Wiring by layer:
(3 px per µm) Only two layers are drawn.
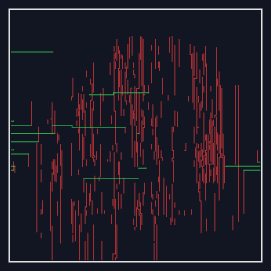
Wires at chosen ports, followed through buffers:
(3 px per µm)
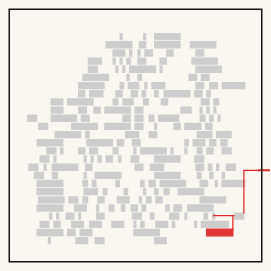
Ports around the boundary:
(6 px per µm) Pins as bars across the die edge, other pins in gray.
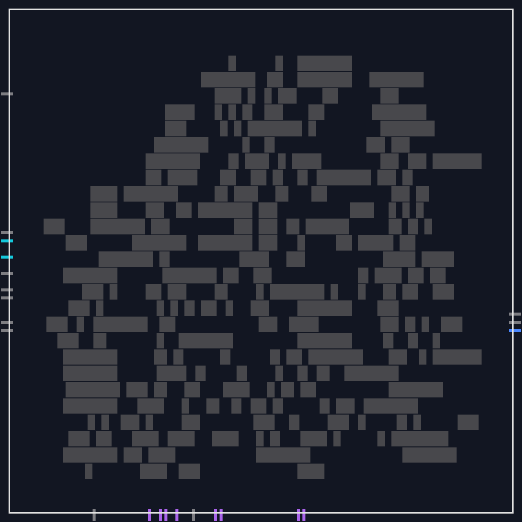
[src/rtl/brownout_reset_seq_if.sv]
// Bus between the brownout sequencer and its consumers: comparator flags and
// controls in, reset/status out.
interface brownout_reset_seq_if #(
  parameter int EVT_W = 8
);
  logic             brout;
  logic             vunder;
  logic             ena;
  logic [1:0]       hold_sel;
  logic             clr_flags;
  logic             sys_rst_n;
  logic             vunder_irq;
  logic             bor_flag;
  logic             vunder_flag;
  logic [EVT_W-1:0] bor_count;
  logic [1:0]       state;

  modport master (
    output brout, vunder, ena, hold_sel, clr_flags,
    input  sys_rst_n, vunder_irq, bor_flag, vunder_flag, bor_count, state
  );
  modport slave (
    input  brout, vunder, ena, hold_sel, clr_flags,
    output sys_rst_n, vunder_irq, bor_flag, vunder_flag, bor_count, state
  );
endinterface

[src/rtl/brownout_reset_seq.sv]
// Brownout reset sequencer: synchronises comparator flags, holds the system
// reset for a selectable time, and keeps sticky status plus an event count.
module brownout_reset_seq #(
  parameter int HOLD_BASE = 16,
  parameter int CNT_W     = 12,
  parameter int EVT_W     = 8
) (
  input  logic                 osc_ck,
  input  logic                 rst_n,
  brownout_reset_seq_if.slave  bus
);
  localparam logic [1:0] HOLD   = 2'd0;
  localparam logic [1:0] ASSERT = 2'd1;
  localparam logic [1:0] RUN    = 2'd2;

  logic [1:0]       bsync_q, vsync_q;
  logic             brout_s, vunder_s, vprev_q, vrise;
  logic [1:0]       state_q, state_d;
  logic [CNT_W-1:0] cnt_q, cnt_d, hold_last;
  logic [1:0]       hsel_q, hsel_d, sel_eff;
  logic             init_q;
  logic             srst_q, srst_d;
  logic             irq_q, bflag_q, bflag_d, vflag_q, vflag_d;
  logic [EVT_W-1:0] evt_q, evt_d;
  logic             bor_evt;

  assign brout_s  = bsync_q[1] & bus.ena;
  assign vunder_s = vsync_q[1] & bus.ena;
  assign vrise    = vunder_s & ~vprev_q;

  // First edge after reset release uses the live select, as if it had been
  // latched at release; later HOLD entries use the value latched on entry.
  assign sel_eff   = init_q ? bus.hold_sel : hsel_q;
  assign hold_last = CNT_W'((HOLD_BASE << {sel_eff, 1'b0}) - 1);

  always_comb begin
    state_d = state_q;
    cnt_d   = cnt_q;
    hsel_d  = init_q ? bus.hold_sel : hsel_q;
    srst_d  = srst_q;
    bor_evt = 1'b0;
    case (state_q)
      HOLD: begin
        if (brout_s) begin
          state_d = ASSERT;
          cnt_d   = '0;
          srst_d  = 1'b0;
        end else if (cnt_q == hold_last) begin
          state_d = RUN;
          cnt_d   = '0;
          srst_d  = 1'b1;
        end else begin
          cnt_d = cnt_q + CNT_W'(1);
        end
      end
      ASSERT: begin
        cnt_d  = '0;
        srst_d = 1'b0;
        if (!brout_s) begin
          state_d = HOLD;
          hsel_d  = bus.hold_sel;
        end
      end
      RUN: begin
        if (brout_s) begin
          state_d = ASSERT;
          srst_d  = 1'b0;
          bor_evt = 1'b1;
        end
      end
      default: begin
        state_d = HOLD;
        cnt_d   = '0;
        srst_d  = 1'b0;
      end
    endcase
  end

  // Set beats clear when both land on the same edge.
  always_comb begin
    bflag_d = bus.clr_flags ? 1'b0 : bflag_q;
    vflag_d = bus.clr_flags ? 1'b0 : vflag_q;
    evt_d   = bus.clr_flags ? '0 : evt_q;
    if (bor_evt) begin
      bflag_d = 1'b1;
      if (bus.clr_flags)          evt_d = EVT_W'(1);
      else if (evt_q != '1)       evt_d = evt_q + EVT_W'(1);
    end
    if (vrise) vflag_d = 1'b1;
  end

  always_ff @(posedge osc_ck or negedge rst_n) begin
    if (!rst_n) begin
      bsync_q <= '0;
      vsync_q <= '0;
      vprev_q <= 1'b0;
      state_q <= HOLD;
      cnt_q   <= '0;
      hsel_q  <= '0;
      init_q  <= 1'b1;
      srst_q  <= 1'b0;
      irq_q   <= 1'b0;
      bflag_q <= 1'b0;
      vflag_q <= 1'b0;
      evt_q   <= '0;
    end else begin
      bsync_q <= {bsync_q[0], bus.brout};
      vsync_q <= {vsync_q[0], bus.vunder};
      vprev_q <= vunder_s;
      state_q <= state_d;
      cnt_q   <= cnt_d;
      hsel_q  <= hsel_d;
      init_q  <= 1'b0;
      srst_q  <= srst_d;
      irq_q   <= vrise;
      bflag_q <= bflag_d;
      vflag_q <= vflag_d;
      evt_q   <= evt_d;
    end
  end

  assign bus.sys_rst_n   = srst_q;
  assign bus.vunder_irq  = irq_q;
  assign bus.bor_flag    = bflag_q;
  assign bus.vunder_flag = vflag_q;
  assign bus.bor_count   = evt_q;
  assign bus.state       = state_q;
endmodule

[src/flat_wrapper.sv]
// flat-port wrapper written by rule: the top's interface ports become plain ports
module brownout_reset_seq_flat 
#(
  parameter int HOLD_BASE = 16,
  parameter int CNT_W     = 12,
  parameter int EVT_W     = 8
)
  (osc_ck, rst_n, bus_brout, bus_vunder, bus_ena, bus_hold_sel, bus_clr_flags, bus_sys_rst_n, bus_vunder_irq, bus_bor_flag, bus_vunder_flag, bus_bor_count, bus_state);
  brownout_reset_seq_if #(.EVT_W(EVT_W)) bus_i ();
  input  logic osc_ck;
  input  logic rst_n;
  input wire logic [$bits(bus_i.brout)-1:0] bus_brout;
  input wire logic [$bits(bus_i.vunder)-1:0] bus_vunder;
  input wire logic [$bits(bus_i.ena)-1:0] bus_ena;
  input wire logic [$bits(bus_i.hold_sel)-1:0] bus_hold_sel;
  input wire logic [$bits(bus_i.clr_flags)-1:0] bus_clr_flags;
  output wire logic [$bits(bus_i.sys_rst_n)-1:0] bus_sys_rst_n;
  output wire logic [$bits(bus_i.vunder_irq)-1:0] bus_vunder_irq;
  output wire logic [$bits(bus_i.bor_flag)-1:0] bus_bor_flag;
  output wire logic [$bits(bus_i.vunder_flag)-1:0] bus_vunder_flag;
  output wire logic [$bits(bus_i.bor_count)-1:0] bus_bor_count;
  output wire logic [$bits(bus_i.state)-1:0] bus_state;
  assign bus_i.brout = bus_brout;
  assign bus_i.vunder = bus_vunder;
  assign bus_i.ena = bus_ena;
  assign bus_i.hold_sel = bus_hold_sel;
  assign bus_i.clr_flags = bus_clr_flags;
  assign bus_sys_rst_n = bus_i.sys_rst_n;
  assign bus_vunder_irq = bus_i.vunder_irq;
  assign bus_bor_flag = bus_i.bor_flag;
  assign bus_vunder_flag = bus_i.vunder_flag;
  assign bus_bor_count = bus_i.bor_count;
  assign bus_state = bus_i.state;
  brownout_reset_seq #(.HOLD_BASE(HOLD_BASE), .CNT_W(CNT_W), .EVT_W(EVT_W)) u_core (.osc_ck(osc_ck), .rst_n(rst_n), .bus(bus_i));
endmodule
[config.mk]
export PLATFORM = sky130hd
export DESIGN_NAME = brownout_reset_seq_flat
export DESIGN_NICKNAME = d
export VERILOG_FILES = /design/src/rtl/brownout_reset_seq_if.sv /design/src/rtl/brownout_reset_seq.sv /design/src/flat_wrapper.sv
export SDC_FILE = /design/constraint.sdc
export NUM_CORES = 1
export LEC_CHECK = 0
export CAP_MARGIN = 15
export CELL_PAD_IN_SITES_DETAIL_PLACEMENT = 1
export CELL_PAD_IN_SITES_GLOBAL_PLACEMENT = 2
export CORE_MARGIN = 5
export CORE_UTILIZATION = 31
export CTS_CLUSTER_SIZE = 30
export DETAILED_ROUTE_END_ITERATION = 16
export GPL_TIMING_DRIVEN = 1
export PLACE_DENSITY = 0.72
export SETUP_SLACK_MARGIN = 0.2
export SKIP_CTS_REPAIR_TIMING = 1
export SYNTH_ARGS = -nofsm -noshare
export SYNTH_HDL_FRONTEND = slang
export SYNTH_SLANG_ARGS = --single-unit
[constraint.sdc]
create_clock -name osc_ck -period 2.05 [get_ports osc_ck]
set_clock_uncertainty 0.1 [all_clocks]
set_input_delay 0.41 -clock osc_ck [delete_from_list [all_inputs] [get_ports osc_ck]]
set_output_delay 0.41 -clock osc_ck [all_outputs]
set_load 0.02 [all_outputs]
==> impl_metrics.json <==
{
  "outcome": "finished, final reports clean",
  "synthesis.area_mm2": 0.00168,
  "hold_class": "reg -> reg",
  "n_all_buffers": 38,
  "reg2reg_depth": 7,
  "p_leak_nw": 1.09,
  "final_antenna_net_count": 0,
  "synth_stat.cells": 165,
  "worstPathArrival_ns": 2.00,
  "setup_ws_ns": 0.112,
  "power_frac_clock": 0.351,
  "cap_viol_max_count": 0,
  "p_switching_mw": 0.337,
  "hold_end": "u_core.bsync_q[1]",
  "h-tree-depth": 2,
  "core_mm2": 0.00520,
  "synth.distinct_cells": 48,
  "compound_area_frac": 0.164,
  "final_cell_area_mm2": 0.00227,
  "wl_met1_um": 1970,
  "syn-instance-count": 165,
  "crit_end": "u_core.cnt_q[3]",
  "ys_sh_xor": 0.0572,
  "clock_path_buffers": 2,
  "ys_sh_simple": 0.190,
  "via_per_inst": 4.85,
  "hold_slack_ns": 0.248,
  "clkLatencyLatePin_ns": 0.28,
  "io_pins": 22,
  "synthAdderAreaFrac": 0.0149,
  "switching_share": 0.241,
  "cts-root-buf": "clkbuf_8",
  "ys_sh_mux": 0.0387,
  "seq_power_share": 0.516,
  "first_pass_iters": 4,
  "dominant_cells": "sequential cells",
  "maxSlewViolCount": 0,
  "comb.multi_input.count": 121
}
Notes on 'wiring by layer' above:
M3 -> green  # wire length 136 µm
M2 -> red  # wire length 1940 µm

Notes on 'wires at chosen ports, followed through buffers' above:
bus_bor_flag -> red  # bits 1, direction output, edge right, end cells 1, wire 31.5 µm

Notes on 'ports around the boundary' above:
bus_state -> cyan  # pins 2, direction output, edge left
bus_bor_count -> purple  # pins 8, direction output, edge bottom
bus_bor_flag -> blue  # pins 1, direction output, edge right

